Fig. 1: run 1, sequential cells colored by netlist name
Scale bar: 20 µm. Other sequential cells in the stronger gray, the rest of the logic in the fainter gray.
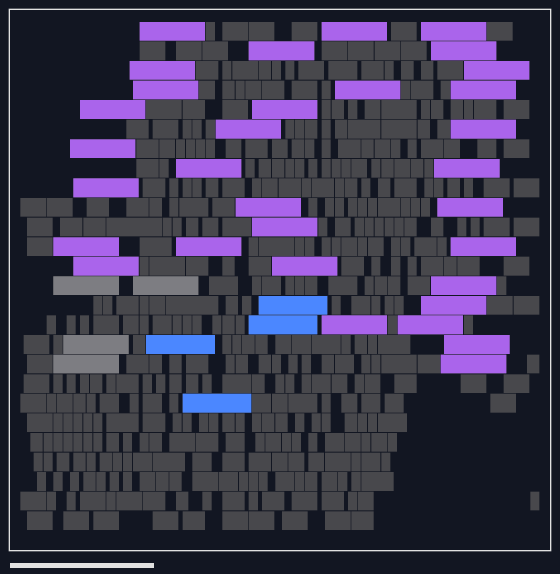
Fig. 2: run 1, port wiring
Scale bar: 20 µm.
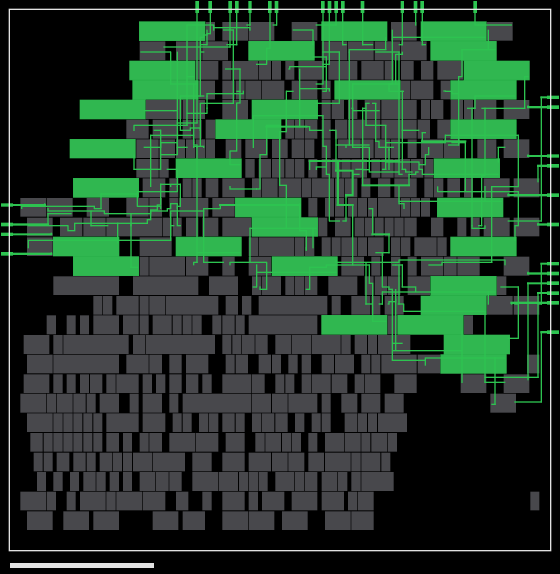
Fig. 3: run 1, clock routing
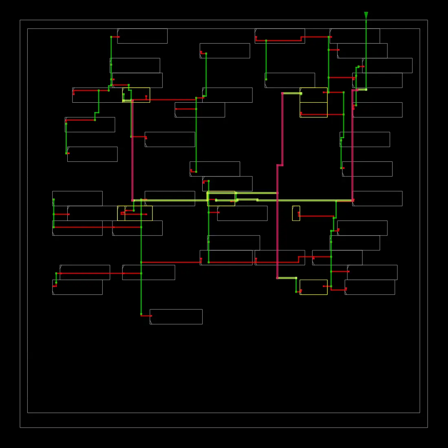
## config.mk

```make
export PLATFORM = sky130hd
export DESIGN_NAME = mc_ctrl_unit_flat
export DESIGN_NICKNAME = d
export VERILOG_FILES = /design/src/rtl/mc_ctrl_unit_if.sv /design/src/rtl/mc_ctrl_unit.sv /design/src/flat_wrapper.sv
export SDC_FILE = /design/constraint.sdc
export NUM_CORES = 1
export LEC_CHECK = 0
export ABC_AREA = 1
export CAP_MARGIN = 20
export CORE_MARGIN = 1
export CORE_UTILIZATION = 51
export DETAILED_ROUTE_END_ITERATION = 10
export PLACE_DENSITY = 0.95
export SLEW_MARGIN = 20
export SYNTH_ARGS = -nofsm -noshare
export SYNTH_HDL_FRONTEND = slang
export SYNTH_SLANG_ARGS = --single-unit
```

## constraint.sdc

```tcl
create_clock -name clk -period 2.34 [get_ports clk]
set_input_delay 0.585 -clock clk [delete_from_list [all_inputs] [get_ports clk]]
set_output_delay 0.585 -clock clk [all_outputs]
set_load 0.005 [all_outputs]
```

## src/rtl/mc_ctrl_unit_if.sv

```systemverilog
// mc_ctrl_unit_if
//   Control/status bundle between the multi-cycle MIPS controller and the
//   IR/ALU datapath plus the unified memory port.
//   Datapath -> controller : instr (IR contents), zero (ALU rs-rt == 0),
//                            mem_ready (memory completes request this cycle)
//   Memory port            : mem_req, mem_we, iord (0 PC, 1 ALUOut address)
//   IR / PC                : ir_we, pc_we, pc_src
//   ALU                    : alu_src_a, alu_src_b, alu_op
//   Immediate extender     : sign_ext
//   Register file          : reg_we, reg_dst, mem_to_reg
//   Status                 : illegal (sticky error), retired (instruction count)
interface mc_ctrl_unit_if #(
    parameter int unsigned CNT_W = 32
);
    logic [31:0]      instr;
    logic             zero;
    logic             mem_ready;
    logic             mem_req;
    logic             mem_we;
    logic             iord;
    logic             ir_we;
    logic             pc_we;
    logic [1:0]       pc_src;
    logic             alu_src_a;
    logic [1:0]       alu_src_b;
    logic [2:0]       alu_op;
    logic             sign_ext;
    logic             reg_we;
    logic             reg_dst;
    logic             mem_to_reg;
    logic             illegal;
    logic [CNT_W-1:0] retired;

    modport master (
        input  instr, zero, mem_ready,
        output mem_req, mem_we, iord, ir_we, pc_we, pc_src,
               alu_src_a, alu_src_b, alu_op, sign_ext,
               reg_we, reg_dst, mem_to_reg, illegal, retired
    );

    modport slave (
        output instr, zero, mem_ready,
        input  mem_req, mem_we, iord, ir_we, pc_we, pc_src,
               alu_src_a, alu_src_b, alu_op, sign_ext,
               reg_we, reg_dst, mem_to_reg, illegal, retired
    );
endinterface

```

## src/rtl/mc_ctrl_unit.sv

```systemverilog
// mc_ctrl_unit
//   Multi-cycle MIPS control FSM: fetch/decode/execute/memory/writeback over a
//   shared ALU, register file and memory port. Supports addu, subu, ori, lw,
//   sw, beq, j; anything else (or a memory request outstanding for
//   MEM_TIMEOUT cycles) parks the FSM in ERROR until reset.
//   clk   : rising-edge clock
//   rst_n : asynchronous active-low reset
//   bus   : mc_ctrl_unit_if.master (IR/zero/mem_ready in, all controls out)
module mc_ctrl_unit #(
    parameter int unsigned MEM_TIMEOUT = 16,
    parameter int unsigned CNT_W       = 32
) (
    input logic           clk,
    input logic           rst_n,
    mc_ctrl_unit_if.master bus
);
    localparam int unsigned WAIT_W = (MEM_TIMEOUT > 2) ? $clog2(MEM_TIMEOUT) : 1;
    localparam logic [WAIT_W-1:0] WAIT_LIMIT = WAIT_W'(MEM_TIMEOUT - 1);

    localparam logic [5:0] OP_RTYPE = 6'b000000;
    localparam logic [5:0] OP_ORI   = 6'b001101;
    localparam logic [5:0] OP_LW    = 6'b100011;
    localparam logic [5:0] OP_SW    = 6'b101011;
    localparam logic [5:0] OP_BEQ   = 6'b000100;
    localparam logic [5:0] OP_J     = 6'b000010;
    localparam logic [5:0] FN_ADDU  = 6'b100001;
    localparam logic [5:0] FN_SUBU  = 6'b100011;

    localparam logic [2:0] ALU_ADD = 3'b000;
    localparam logic [2:0] ALU_SUB = 3'b001;
    localparam logic [2:0] ALU_OR  = 3'b010;

    typedef enum logic [3:0] {
        S_IDLE, S_FETCH, S_DECODE, S_EXEC_R, S_EXEC_I, S_WB_R, S_WB_I,
        S_MEM_ADDR, S_MEM_RD, S_MEM_WR, S_WB_MEM, S_BRANCH, S_JUMP, S_ERROR
    } state_t;

    state_t            state_q, state_d;
    logic [WAIT_W-1:0] wait_q, wait_d;
    logic [CNT_W-1:0]  retired_q, retired_d;
    logic [5:0]        opcode, funct;
    logic              wait_expired, retire;

    assign opcode = bus.instr[31:26];
    assign funct  = bus.instr[5:0];

    // Limit cycle only errors if the memory has not answered in that same cycle.
    assign wait_expired = (wait_q == WAIT_LIMIT) && !bus.mem_ready;

    assign retire = (state_q == S_WB_R) || (state_q == S_WB_I) || (state_q == S_WB_MEM) ||
                    (state_q == S_BRANCH) || (state_q == S_JUMP) ||
                    ((state_q == S_MEM_WR) && bus.mem_ready);

    always_ff @(posedge clk or negedge rst_n) begin
        if (!rst_n) begin
            state_q   <= S_IDLE;
            wait_q    <= '0;
            retired_q <= '0;
        end else begin
            state_q   <= state_d;
            wait_q    <= wait_d;
            retired_q <= retired_d;
        end
    end

    always_comb begin
        state_d = state_q;
        case (state_q)
            S_IDLE:   state_d = S_FETCH;
            S_FETCH: begin
                if (bus.mem_ready)     state_d = S_DECODE;
                else if (wait_expired) state_d = S_ERROR;
            end
            S_DECODE: begin
                case (opcode)
                    OP_RTYPE:     state_d = (funct == FN_ADDU || funct == FN_SUBU) ? S_EXEC_R : S_ERROR;
                    OP_ORI:       state_d = S_EXEC_I;
                    OP_LW, OP_SW: state_d = S_MEM_ADDR;
                    OP_BEQ:       state_d = S_BRANCH;
                    OP_J:         state_d = S_JUMP;
                    default:      state_d = S_ERROR;
                endcase
            end
            S_EXEC_R:   state_d = S_WB_R;
            S_EXEC_I:   state_d = S_WB_I;
            // Only lw/sw reach here, so the opcode test needs just one bit of choice.
            S_MEM_ADDR: state_d = (opcode == OP_LW) ? S_MEM_RD : S_MEM_WR;
            S_MEM_RD: begin
                if (bus.mem_ready)     state_d = S_WB_MEM;
                else if (wait_expired) state_d = S_ERROR;
            end
            S_MEM_WR: begin
                if (bus.mem_ready)     state_d = S_FETCH;
                else if (wait_expired) state_d = S_ERROR;
            end
            S_WB_R, S_WB_I, S_WB_MEM, S_BRANCH, S_JUMP: state_d = S_FETCH;
            S_ERROR:  state_d = S_ERROR;
            default:  state_d = S_ERROR;
        endcase
    end

    // Any state change clears the counter, which covers entry into every
    // request state as well as the transition into ERROR.
    always_comb begin
        wait_d = wait_q;
        if ((state_d != state_q) || bus.mem_ready) wait_d = '0;
        else if (bus.mem_req)                      wait_d = wait_q + WAIT_W'(1);
    end

    always_comb begin
        retired_d = retired_q;
        if (retire) retired_d = retired_q + CNT_W'(1);
    end

    always_comb begin
        bus.mem_req    = 1'b0;
        bus.mem_we     = 1'b0;
        bus.iord       = 1'b0;
        bus.ir_we      = 1'b0;
        bus.pc_we      = 1'b0;
        bus.pc_src     = 2'b00;
        bus.alu_src_a  = 1'b0;
        bus.alu_src_b  = 2'b00;
        bus.alu_op     = ALU_ADD;
        bus.sign_ext   = 1'b0;
        bus.reg_we     = 1'b0;
        bus.reg_dst    = 1'b0;
        bus.mem_to_reg = 1'b0;
        bus.illegal    = 1'b0;
        case (state_q)
            S_FETCH: begin
                bus.mem_req   = 1'b1;
                bus.alu_src_b = 2'b01;
                bus.ir_we     = bus.mem_ready;
                bus.pc_we     = bus.mem_ready;
            end
            S_DECODE: begin
                bus.alu_src_b = 2'b11;
                bus.sign_ext  = 1'b1;
            end
            S_EXEC_R: begin
                bus.alu_src_a = 1'b1;
                bus.alu_op    = (funct == FN_SUBU) ? ALU_SUB : ALU_ADD;
            end
            S_EXEC_I: begin
                bus.alu_src_a = 1'b1;
                bus.alu_src_b = 2'b10;
                bus.alu_op    = ALU_OR;
            end
            S_MEM_ADDR: begin
                bus.alu_src_a = 1'b1;
                bus.alu_src_b = 2'b10;
                bus.sign_ext  = 1'b1;
            end
            S_MEM_RD: begin
                bus.mem_req = 1'b1;
                bus.iord    = 1'b1;
            end
            S_MEM_WR: begin
                bus.mem_req = 1'b1;
                bus.mem_we  = 1'b1;
                bus.iord    = 1'b1;
            end
            S_WB_R: begin
                bus.reg_we  = 1'b1;
                bus.reg_dst = 1'b1;
            end
            S_WB_I:   bus.reg_we = 1'b1;
            S_WB_MEM: begin
                bus.reg_we     = 1'b1;
                bus.mem_to_reg = 1'b1;
            end
            S_BRANCH: begin
                bus.alu_src_a = 1'b1;
                bus.alu_op    = ALU_SUB;
                bus.pc_we     = bus.zero;
                bus.pc_src    = 2'b01;
            end
            S_JUMP: begin
                bus.pc_we  = 1'b1;
                bus.pc_src = 2'b10;
            end
            S_ERROR:  bus.illegal = 1'b1;
            default:  ;
        endcase
    end

    assign bus.retired = retired_q;
endmodule
```

## src/flat_wrapper.sv

```systemverilog
// flat-port wrapper written by rule: the top's interface ports become plain ports
module mc_ctrl_unit_flat 
#(
    parameter int unsigned MEM_TIMEOUT = 16,
    parameter int unsigned CNT_W       = 32
)
  (clk, rst_n, bus_instr, bus_zero, bus_mem_ready, bus_mem_req, bus_mem_we, bus_iord, bus_ir_we, bus_pc_we, bus_pc_src, bus_alu_src_a, bus_alu_src_b, bus_alu_op, bus_sign_ext, bus_reg_we, bus_reg_dst, bus_mem_to_reg, bus_illegal, bus_retired);
  mc_ctrl_unit_if #(.CNT_W(CNT_W)) bus_i ();
  input logic clk;
  input logic rst_n;
  input wire logic [$bits(bus_i.instr)-1:0] bus_instr;
  input wire logic [$bits(bus_i.zero)-1:0] bus_zero;
  input wire logic [$bits(bus_i.mem_ready)-1:0] bus_mem_ready;
  output wire logic [$bits(bus_i.mem_req)-1:0] bus_mem_req;
  output wire logic [$bits(bus_i.mem_we)-1:0] bus_mem_we;
  output wire logic [$bits(bus_i.iord)-1:0] bus_iord;
  output wire logic [$bits(bus_i.ir_we)-1:0] bus_ir_we;
  output wire logic [$bits(bus_i.pc_we)-1:0] bus_pc_we;
  output wire logic [$bits(bus_i.pc_src)-1:0] bus_pc_src;
  output wire logic [$bits(bus_i.alu_src_a)-1:0] bus_alu_src_a;
  output wire logic [$bits(bus_i.alu_src_b)-1:0] bus_alu_src_b;
  output wire logic [$bits(bus_i.alu_op)-1:0] bus_alu_op;
  output wire logic [$bits(bus_i.sign_ext)-1:0] bus_sign_ext;
  output wire logic [$bits(bus_i.reg_we)-1:0] bus_reg_we;
  output wire logic [$bits(bus_i.reg_dst)-1:0] bus_reg_dst;
  output wire logic [$bits(bus_i.mem_to_reg)-1:0] bus_mem_to_reg;
  output wire logic [$bits(bus_i.illegal)-1:0] bus_illegal;
  output wire logic [$bits(bus_i.retired)-1:0] bus_retired;
  assign bus_i.instr = bus_instr;
  assign bus_i.zero = bus_zero;
  assign bus_i.mem_ready = bus_mem_ready;
  assign bus_mem_req = bus_i.mem_req;
  assign bus_mem_we = bus_i.mem_we;
  assign bus_iord = bus_i.iord;
  assign bus_ir_we = bus_i.ir_we;
  assign bus_pc_we = bus_i.pc_we;
  assign bus_pc_src = bus_i.pc_src;
  assign bus_alu_src_a = bus_i.alu_src_a;
  assign bus_alu_src_b = bus_i.alu_src_b;
  assign bus_alu_op = bus_i.alu_op;
  assign bus_sign_ext = bus_i.sign_ext;
  assign bus_reg_we = bus_i.reg_we;
  assign bus_reg_dst = bus_i.reg_dst;
  assign bus_mem_to_reg = bus_i.mem_to_reg;
  assign bus_illegal = bus_i.illegal;
  assign bus_retired = bus_i.retired;
  mc_ctrl_unit #(.MEM_TIMEOUT(MEM_TIMEOUT), .CNT_W(CNT_W)) u_core (.clk(clk), .rst_n(rst_n), .bus(bus_i));
endmodule
```

==> run summary, run 1 <==
run metrics: max reg flops 32, Synth Seq Share 36.8%, CP peak stage delay 530 ps, crit-path leading delay family buffers and inverters, FF-to-FF setup slack 270 ps, CP Depth 4, CTS tree yes, CP Class flip-flop to primary output, gpl congestion 0.936, critical path capture point type primary output, fin crit share 97.7%, global-route wire length before repair 11800 µm, nonclk buf count 84, class of the worst hold path input pin to asynchronous set/reset pin, share of cells above drive strength 1 15.3%, Chip Area, Yosys 2720 µm², Taps Inserted 70, Logic inverters 52, slowest library cell on the worst path clkdlybuf4s50_1, # Cells Yosys 377, root buf cell clkbuf_8, Layout Cells excl Fill 534, placed cell count 517, WP buf/inv 1, crit path to bus_alu_src_a, Synthesized Nets 415, Post-CTS Resized 28, Synth area leader dfrtp_1, crit path cell chain nor2_2 > nand2_2 > o21ai_0 > clkdlybuf4s50_1, routed vias 2865, synthesized instance count 377, fill count 397, outcome completed, post-route ant nets 0, Pwr Total 0.00289 W, Leak Pwr 1.79 nW, Top cells excl fill/tap nand2_1 (84), clkdlybuf4s50_1 (51), nor2_1 (48), inv_1 (45), dfrtp_1 (36), max_cap viols 0, endpoints failing hold 0, start point of the critical path u_core.state_q[0], Max Fanout on Critical Path 5, #FFs+latches synth 40, Distinct cells, synth 33, WL/cell 14.2 µm, Pins Over Slew Limit 0, Layout Area Growth over Synthesis 36.1%, top cells by area dfrtp_1 (37%), nand2_1 (12%), xor2_1 (8.0%), syn avg cell area 7.22 µm², Final Setup Violations 0, DRT Pass-1 Iters 6, clock buffer depth 2, antenna violations before repair 0, maximum vdd drop 450 µV, synthesized cell area 2720 µm², DPL Wire Length 5600 µm, Clock buf/inv share 2.43%, FF-to-FF End u_core.bus.retired[28], Top class by area multi-input combinational cells, CP required 1750 ps, Crit path arrival time 1700 ps, Power Dens Cells 781 nW/µm², vias in the first global route 2628, Total GRT Usage 27.8%, Final min period 2290 ps, buffer share of cell area 21.4%, total number of yosys warnings 0, most frequent logic cell in the layout nand2_1, critical path launch point type flip-flop, fp_density 53.3%, Hold Slack 176 ps, worst clock skew 4.42 ps, FMAX 437 MHz, die area 5630 µm², tool warnings 47, CTS Hold Bufs 0, logic area 1530 µm², Die Wd 75.0 µm, total gr overflow 0, setup bufs post-CTS 6, number of H-tree levels 2, vias per cell 5.37, nets@finish 501
-- Fig. 1 (at the start) --
color	netlist name	sequential cells
purple	`u_core.bus.retired`	32
blue	`u_core.state_q`	4
Reg area: 1010 µm²
seq pwr: 0.000912 W
final core utilization: 72.5%
Seq area share: 27.2%

-- Fig. 2 (at the start) --
color	port	bits	direction	end cells	buffers	wire
green	`bus_retired`	32	output	32	32	1400 µm
I/O Buffers: 64
io pins: 86

-- Fig. 3 (at the start) --
TritonCTS Buffers: 5
Latency at later pin: 300 ps
clock buffer count: 8
sequential cells: 40

[run 1: kinds of logic (layout without fill, tap and decap cells)]
group                    count (synthesis)  after routing  share of synthesized area, %
adder cells (fa/ha/maj)                  2              2                         0.920
other                                    1              1                         0.138
multiplexers                             2              2                         0.782
flip-flops                              40             40                          36.8
AND-OR/OR-AND                           26             26                          5.01
AND/OR/NAND/NOR                        214            214                          36.5
buffers and inverters                   57            144                          8.60
XOR/XNOR                                35             35                          11.3
[run 1: per-stage QoR]
stage / setup WS (ps) / util (%) / area (µm²) / TNS [ps]
3_3_place_gp: -269 / 68.5 / 3500 / -347
4_1_cts: -12.3 / 71.7 / 3660 / -18.5
6_report: 53.9 / 72.5 / 3700 / 0
3_5_place_dp: -328 / 68.5 / 3500 / -776
2_1_floorplan: 617 / - / 2720 / 0
5_1_grt: -8.94 / 72.5 / 3700 / -8.94
[run 1: cell usage after synthesis]
cell type	count
nand2_1	90
nor2_1	55
inv_1	49
dfrtp_1	40
nand3_1	25
xor2_1	25
o21ai_0	16
nand4_1	12
nor3_1	11
xnor2_1	10
a21oi_1	8
nor2_2	4
inv_2	3
nand2_2	3
nor2_4	3
nor4_1	3
buf_6	2
ha_1	2
nand3_2	2
a211o_1	1
buf_2	1
buf_4	1
clkbuf_1	1
conb_1	1
mux2_2	1
mux2i_1	1
nand2_4	1
nand4_2	1
nand4_4	1
nor3_2	1
nor4_2	1
o31ai_1	1
or2_4	1
[run 1: power breakdown]
part	switching (W)	total [W]	internal, W
Sequential	0.000131	0.000912	0.000781
Combinational	0.000833	0.00150	0.000668
Clock	0.000237	0.000478	0.000240
Total	0.00120	0.00289	0.00169
[run 1: metal layers]
metal / share of wire (%) / GRT usage [%]
met1: 42 / 35.9
met2: 49 / 45.4
met3: 6.4 / 5.09
met4: 2.1 / 12.2
met5: 0 / 0
Fig. 4: run 1, zoomed window
Window x 0 to 40, y 35 to 75 µm. Cells in gray, sequential cells in the stronger gray; small squares are vias.
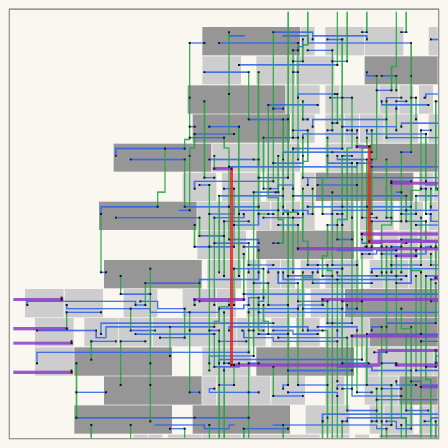

==> run 1 -> run 2 <==
--- a/config.mk
+++ b/config.mk
@@ -10,6 +10,7 @@
 export CORE_MARGIN = 1
 export CORE_UTILIZATION = 51
 export DETAILED_ROUTE_END_ITERATION = 10
+export MAX_ROUTING_LAYER = met4
 export PLACE_DENSITY = 0.95
 export SLEW_MARGIN = 20
 export SYNTH_ARGS = -nofsm -noshare
Fig. 5: run 2, zoomed window
Window x 0 to 40, y 35 to 75 µm. Cells in gray, sequential cells in the stronger gray; small squares are vias.
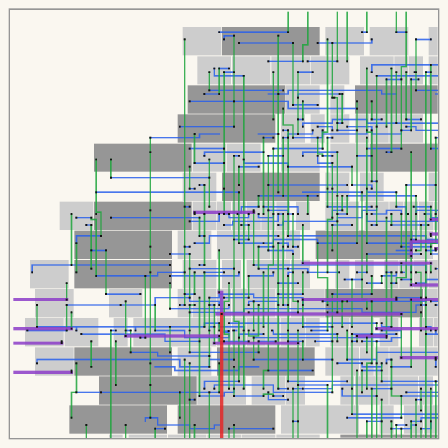
color	layer
green	metal 2
red	metal 4
purple	metal 3
blue	metal 1
most frequent	nand2_1 (18), dfrtp_1 (17), clkdlybuf4s50_1 (11)
netlist names of flops here include	`u_core.bus.retired` (14), `u_core.wait_q` (3)
sequential cells in the window	17
cells with their middle in the window	110

Fig. 6: run 2, port wiring
Scale bar: 20 µm.
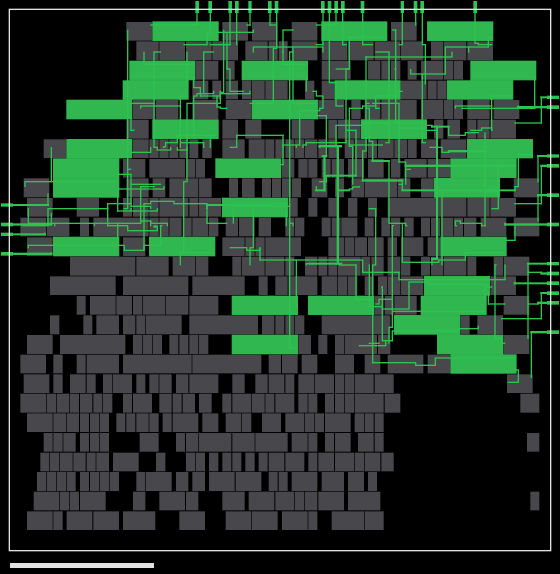
color	port	bits	direction	end cells	buffers	wire
green	`bus_retired`	32	output	32	32	1340 µm

Fig. 7: run 2, clock routing
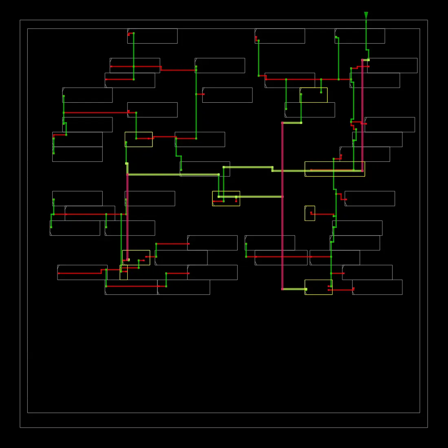
clock sink count: 40
clock buffer count: 6
worst clock skew: 7.09 ps
Clock group: 0.000553 W

==> run 2 against run 1 <==
The run now ends with setup timing left; combinational power about the same; clock-buffer cell count decreased by 2; wire length decreased by 3.1%; cell count decreased by 0.37%; synthesized area unchanged; sequential cell count unchanged; hold slack improved by 160 ps; cell area increased by 0.30%; non-clock buffer count decreased by 2; via count decreased by 0.38%; highest routed layer unchanged.
==> run summary, run 2 <==
run metrics: Post-synth EDFFs 0 (unchanged), syn avg cell area 7.22 µm² (unchanged), most frequent logic cell in the layout nand2_1, Distinct cells, synth 33 (unchanged), Power Dens Cells 805 nW/µm² (+3.0%), Synth area leader dfrtp_1, Final Setup Violations 2 (+2), routed vias 2854 (-0.38%), Gate power share 50.7% (-1.2 points), Total GRT Usage 27.7% (-0.036 points), TritonCTS Buffers 5 (unchanged), total number of yosys warnings 0 (unchanged), Layout Area Growth over Synthesis 36.5%, fill count 385 (-3.0%), I/O Buffers 64 (unchanged), fp_density 53.3% (unchanged), Max Fanout on Critical Path 5 (unchanged), CTS tree yes, min setup slack post-route -67.4 ps (-121 ps), # Cells Yosys 377 (unchanged), Synth Seq Share 36.8% (unchanged), die area 5630 µm² (unchanged), top post-synthesis cells by count nand2_1 (90), nor2_1 (55), inv_1 (49), logic area 1530 µm² (-0.49%), combinational power 0.00152 W (about the same), placed cell count 514 (-0.58%), cell with the most instances after synthesis nand2_1, failing checks setup timing, met2 WL 3600 µm (-3.5%), met3 WL post-DR 484 µm (unchanged), pre-CTS setup slack -322 ps (+6.74 ps), sw power 0.00120 W (about the same), Layout Cells excl Fill 532 (-0.37%), setup bufs post-CTS 3 (-3), gpl congestion 0.921 (-1.7%), vias per cell 5.36 (about the same), met3 Use GR 4.28% (-0.80 points), nets@finish 499 (-0.40%), Top cells excl fill/tap nand2_1 (84), clkdlybuf4s50_1 (55), inv_1 (47), nor2_1 (47), dfrtp_1 (36), power share of the clock group 18.5% (+2.0 points), vias in the first global route 2588 (-1.5%), Flop pwr share 30.8% (-0.8 points), CP required 1750 ps (about the same), critical path capture point type primary output, Crit path arrival time 1820 ps (+120 ps), max reg flops 32 (unchanged), Pins Over Slew Limit 0 (unchanged), CP Class flip-flop to primary output, number of H-tree levels 2 (unchanged), synthesized instance count 377 (unchanged), endpoints failing hold 0 (unchanged), Top Metal Used met4, Reg area 1010 µm² (unchanged), met1 Track Usage GR 36.3% (+0.39 points), asr flop ratio synth 100% (unchanged), sw frac 40.2% (-1.4 points), seq pwr 0.000919 W (+0.8%), class of the worst hold path input pin to asynchronous set/reset pin, Synthesized Nets 415 (unchanged), Core Area 5110 µm², fin crit share 103% (+5.2 points), M1 WL 3130 µm (-2.5%), clock buffer depth 2 (unchanged), Die Wd 75.0 µm (unchanged), share of cells above drive strength 1 14.9% (-0.37 points), root buf cell clkbuf_8, FMAX 415 MHz (-5.0%), final core utilization 72.7% (+0.22 points), synthesized cell area 2720 µm² (unchanged), DPL Wire Length 5440 µm (-2.8%), Internal Power 0.00179 W (+5.8%), global-route wire length before repair 11300 µm (-3.6%), Post-CTS Resized 16 (-43%), busiest layer in global routing met2, maximum vdd drop 448 µV (-0.57%), max_cap viols 0 (unchanged), Latency at later pin 300 ps (about the same), total gr overflow 0 (unchanged), tool warnings 48 (+2.1%), CTS Hold Bufs 0 (unchanged), WL/cell 13.8 µm (-2.7%), top cells by area dfrtp_1 (37%), nand2_1 (12%), xor2_1 (8.0%), io pins 86 (unchanged), Chip Area, Yosys 2720 µm² (unchanged), Leak Pwr 1.81 nW (+1.3%), post-route ant nets 0 (unchanged), met2 usage 42.1% (-3.3 points), outcome finished with violations, DRT Pass-1 Iters 5 (-1), critical path launch point type flip-flop, Pwr top combinational cells
[run 2: netlist changes by cell type in the layout (fill, tap and decap cells not counted), sizes merged]
cell           change
clkinv             +1
bufinv             +1
clkdlybuf4s50      +4
buf                -2
dlymetal6s2s       +3
clkbuf             -2
dlygate4sd2        -7
[run 2: critical path, stage by stage, from the launching register on]
cell	delay (ps)
dfrtp_2	450
nor2_2	160
inv_1	90
nor2_4	120
inv_1	90
nand3_1	100
clkdlybuf4s50_1	510
[run 2: final timing paths]
kind	start	end	slack (ps)	cells after the start
setup / recovery	u_core.state_q[2]	bus_alu_src_b[1]	-70	6
hold / removal	rst_n	u_core.bus.retired[0]	330	2
setup reg to reg	u_core.state_q[2]	u_core.bus.retired[28]	240	12
hold reg to reg	u_core.bus.retired[28]	u_core.bus.retired[28]	490	1
max in group asynchronous	rst_n	u_core.state_q[0]	1610	2
min in group clk	u_core.bus.retired[28]	u_core.bus.retired[28]	490	1
[run 2: area by class of cell]
cell class / instances / area share (%)
timing repair buffer: 82 / 21.3
tap: 70 / 2.36
multi-input combinational: 280 / 41.1
sequential: 40 / 27.1
clock buffer: 6 / 1.95
clock inverter: 2 / 0.943
inverter: 52 / 5.26
[run 2: cell families after synthesis]
| group | synth area share [%] |
|---|---|
| XOR/XNOR | 11.3 |
| multiplexers | 0.782 |
| adder cells (fa/ha/maj) | 0.920 |
| AND/OR/NAND/NOR | 36.5 |
| other | 0.138 |
| buffers and inverters | 8.60 |
| AND-OR/OR-AND | 5.01 |
| flip-flops | 36.8 |
[run 2: metrics by stage]
stage	setup TNS, ps	total power (W)	instance area [µm²]	hold slack [ps]
floorplan	0	0.00167	2720	289
global placement	-378	0.00224	3480	476
detailed placement	-494	0.00227	3480	491
CTS	-145	0.00288	3630	356
global route	-338	0.00317	3710	392
finish	-89.3	0.00299	3710	335
Fig. 8: run 2, sequential cells colored by netlist name
Scale bar: 20 µm. Other sequential cells in the stronger gray, the rest of the logic in the fainter gray.
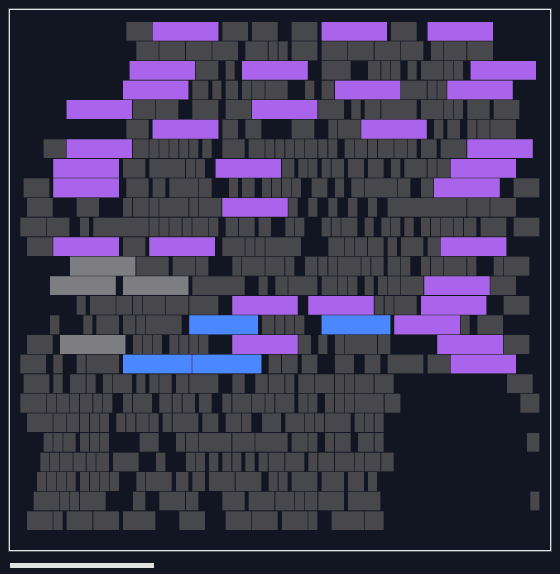

==> run 2 -> run 3 <==
--- a/config.mk
+++ b/config.mk
@@ -12,6 +12,7 @@
 export DETAILED_ROUTE_END_ITERATION = 10
 export MAX_ROUTING_LAYER = met4
 export PLACE_DENSITY = 0.95
+export SETUP_SLACK_MARGIN = 0.15
 export SLEW_MARGIN = 20
 export SYNTH_ARGS = -nofsm -noshare
 export SYNTH_HDL_FRONTEND = slang
Fig. 9: run 3, sequential cells colored by netlist name
Scale bar: 20 µm. Other sequential cells in the stronger gray, the rest of the logic in the fainter gray.
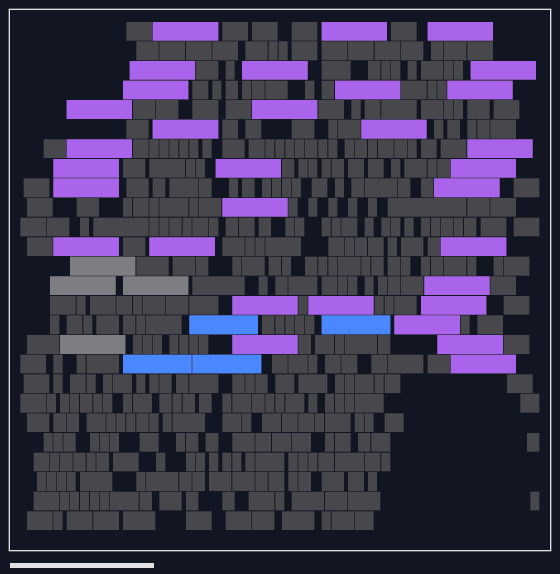
color	netlist name	sequential cells
blue	`u_core.state_q`	4
purple	`u_core.bus.retired`	32
not colored	4

Fig. 10: run 3, zoomed window
Window x 0 to 40, y 35 to 75 µm. Cells in gray, sequential cells in the stronger gray; small squares are vias.
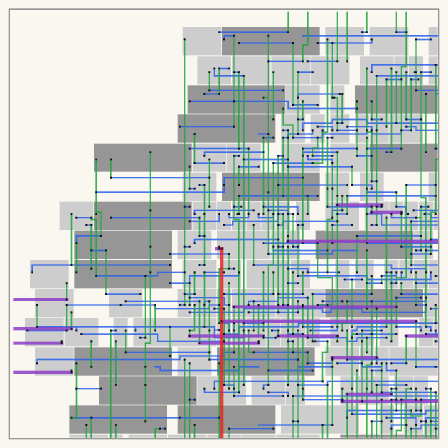
color	layer
red	metal 4
purple	metal 3
blue	metal 1
green	metal 2
sequential cells in the window	17
cells with their middle in the window	110
most frequent	nand2_1 (18), dfrtp_1 (17), clkdlybuf4s50_1 (11)
netlist names of flops here include	`u_core.bus.retired` (14), `u_core.wait_q` (3)

Fig. 11: run 3, clock routing
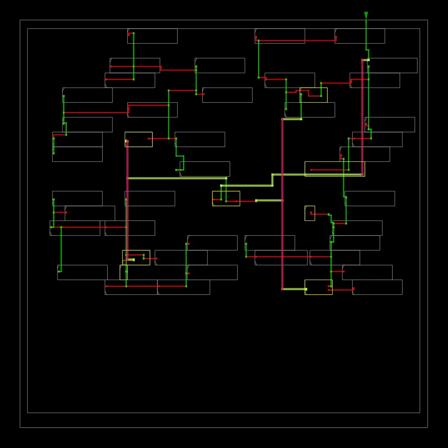
Clock group: 0.000555 W
worst clock skew: 8.68 ps

==> run 3 against run 2 <==
The flow now finishes without violations; sequential share of layout area fell by 0.20 points; non-clock buffer count rose by 1; synthesized cell count did not move; sequential power rose by 1%; largest power group unchanged; via count rose by 1.2%.
==> run summary, run 3 <==
run metrics: outcome completed, Power Dens Cells 804 nW/µm² (about the same), placed cell count 514 (unchanged), Crit path arrival time 1670 ps (-150 ps), vias in the first global route 2632 (+1.7%), Die H 75.0 µm, top post-synthesis cells by count nand2_1 (90), nor2_1 (55), inv_1 (49), Synth Seq Share 36.8% (unchanged), nets@finish 500 (+0.20%), setup_tns 0 ps (+89.3 ps), antenna violations before repair 0, #FFs+latches synth 40, Final Setup Violations 0 (-2), Flop pwr share 31.0% (+0.2 points), Leak Pwr 1.89 nW (+4.5%), Synthesized Nets 415 (unchanged), combinational power 0.00152 W (about the same), synthesized instance count 377 (unchanged), number of H-tree levels 2 (unchanged), Pins Over Slew Limit 0 (unchanged), asr flop ratio synth 100% (unchanged), I/O Buffers 64 (unchanged), CP peak stage delay 440 ps (-70 ps), die area 5630 µm² (unchanged), total number of yosys warnings 0 (unchanged), Internal Power 0.00177 W (-1.1%), DRT Pass-1 Iters 6 (+1), Reg2Reg Launch Point u_core.state_q[2], Pwr Total 0.00301 W (+0.65%), CP Class flip-flop to primary output, CP required 1750 ps (about the same), Gate power share 50.6% (about the same), worst rel slew slack 66.3%, Layout Area Growth over Synthesis 37.5%, DR DRC count 0, top cells by area dfrtp_1 (37%), nand2_1 (12%), xor2_1 (8.0%), DRT iter0 DRCs 206, global-route wire length before repair 11500 µm (+1.8%), Top-area cell share 36.8%, CTS clock-pin slew for the worst setup and hold paths 70 ps, min setup slack post-route 88.2 ps (+156 ps), endpoints failing hold 0 (unchanged), critical path capture point type primary output, cell with the most instances after synthesis nand2_1, Layout Cells excl Fill 533 (+0.19%), total gr overflow 0 (unchanged), syn avg cell area 7.22 µm² (unchanged), largest net degree at the start of global routing 41, ys flop type dfrtp_1, # rows 26, TritonCTS Buffers 5 (unchanged), most frequent logic cell in the layout nand2_1, max reg flops 32 (unchanged), CTS tree yes, Max Fanout on Critical Path 5 (unchanged), Latency at later pin 300 ps (about the same), Hold Slack 331 ps (-3.56 ps), clock sink count 40 (unchanged), Top cells excl fill/tap nand2_1 (83), nor2_1 (44), clkdlybuf4s50_1 (43), inv_1 (41), dfrtp_1 (36), # Cells Yosys 377 (unchanged), fin crit share 96.2% (-6.6 points), Core Area 5110 µm² (unchanged), Post-synth EDFFs 0 (unchanged), fp_density 53.3% (unchanged), routed vias 2888 (+1.2%), max_cap viols 0 (unchanged), power share of the clock group 18.5% (about the same), Worst Tran Pin Value 505 ps, Total GRT Usage 28.1% (+0.38 points), maximum vdd drop 456 µV (+1.9%), io pins 86 (unchanged), class of the worst hold path input pin to asynchronous set/reset pin, sw frac 41.2% (+1.0 points), crit path cell chain buf_6 > nor2_4 > buf_4 > buf_4 > nand2_4 > inv_1 > a211o_1 > buf_2, gpl congestion 0.921 (unchanged), synthesized cell area 2720 µm² (unchanged), post-route ant nets 0 (unchanged), root buf cell clkbuf_8, sw power 0.00124 W (+3.2%), slowest library cell on the worst path dfrtp_2, Final min period 2250 ps, critical path launch point type flip-flop, fill count 370 (-3.9%), RSZ-0062 raised after global routing yes, final core utilization 73.2% (+0.54 points), Chip Area, Yosys 2720 µm² (unchanged), WL/cell 14.2 µm (+2.4%), Distinct cells, synth 33 (unchanged), DPL Wire Length 5440 µm (unchanged), pre-CTS setup slack -322 ps (unchanged), share of cells above drive strength 1 18.1% (+3.2 points), Die Wd 75.0 µm (unchanged), Post-Layout Inst Area 3740 µm² (+0.74%), # diodes 0, seq pwr 0.000932 W (+1%), FF-to-FF setup slack 270 ps (+30 ps), Synth area leader dfrtp_1, most used cell, CP buf_4, clock buffer depth 2 (unchanged), final wirelength 7550 µm, FMAX 444 MHz (+6.9%), tool warnings 48 (unchanged), vias per cell 5.42 (+1.0%), R2R depth 12 (unchanged), FF-to-FF End u_core.bus.retired[28], DP Area 3480 µm² (unchanged), Pwr top combinational cells
run 3: per-layer routing:
metal	share of wire [%]	global-route usage [%]	routed length, µm
met1	42	35.9	3170
met2	49	43.1	3730
met3	6.3	5.22	476
met4	2.3	13.2	174
met5	0	-	0
run 3: worst max-delay path, delay by kind of cell, from the launching register on:
family                 cells  cell delay, ps
AND-OR/OR-AND              1             250
flip-flops                 1             440
AND/OR/NAND/NOR            2             100
buffers and inverters      5             570
run 3: cells by family (layout without fill, tap and decap cells):
kind of cell | after synthesis | in the layout | share of synthesized area (%)
AOI/OAI and AO/OA | 26 | 26 | 5.01
xor gates and xnor gates | 35 | 35 | 11.3
other | 1 | 1 | 0.138
and+or+nand+nor | 214 | 214 | 36.5
adders and majority gates | 2 | 2 | 0.920
muxes | 2 | 2 | 0.782
DFF | 40 | 40 | 36.8
buffers and inverters | 57 | 143 | 8.60
run 3: repair_timing:
item                                    CTS  global route
pin swaps                                 7             8
endpoints found under the setup margin   17            12
hold buffers                              0             0
resized                                  36            32
setup buffers                             6             5
run 3: how the worst max path moves through the flow:
stage	start	end	slack [ps]
floorplan	u_core.state_q[2]	bus_alu_src_b[1]	620
detailed placement	bus_instr[2]	bus_alu_op[0]	-320
global route	u_core.state_q[2]	bus_pc_we	40
global placement	bus_instr[2]	bus_alu_op[0]	-270
finish	u_core.state_q[2]	bus_pc_we	90
CTS	u_core.state_q[2]	bus_alu_src_b[1]	-40
run 3: area by class of cell:
class	instances	area (µm²)	area share, %
Inverter	52	195	5.22
Clock inverter	2	35.0	0.936
Multi-Input combinational cell	280	1560	41.7
Timing Repair Buffer	83	785	21.0
Tap cell	70	87.6	2.34
Clock buffer	6	72.6	1.94
Sequential cell	40	1010	26.9
Power and IR drop assume default switching activity.
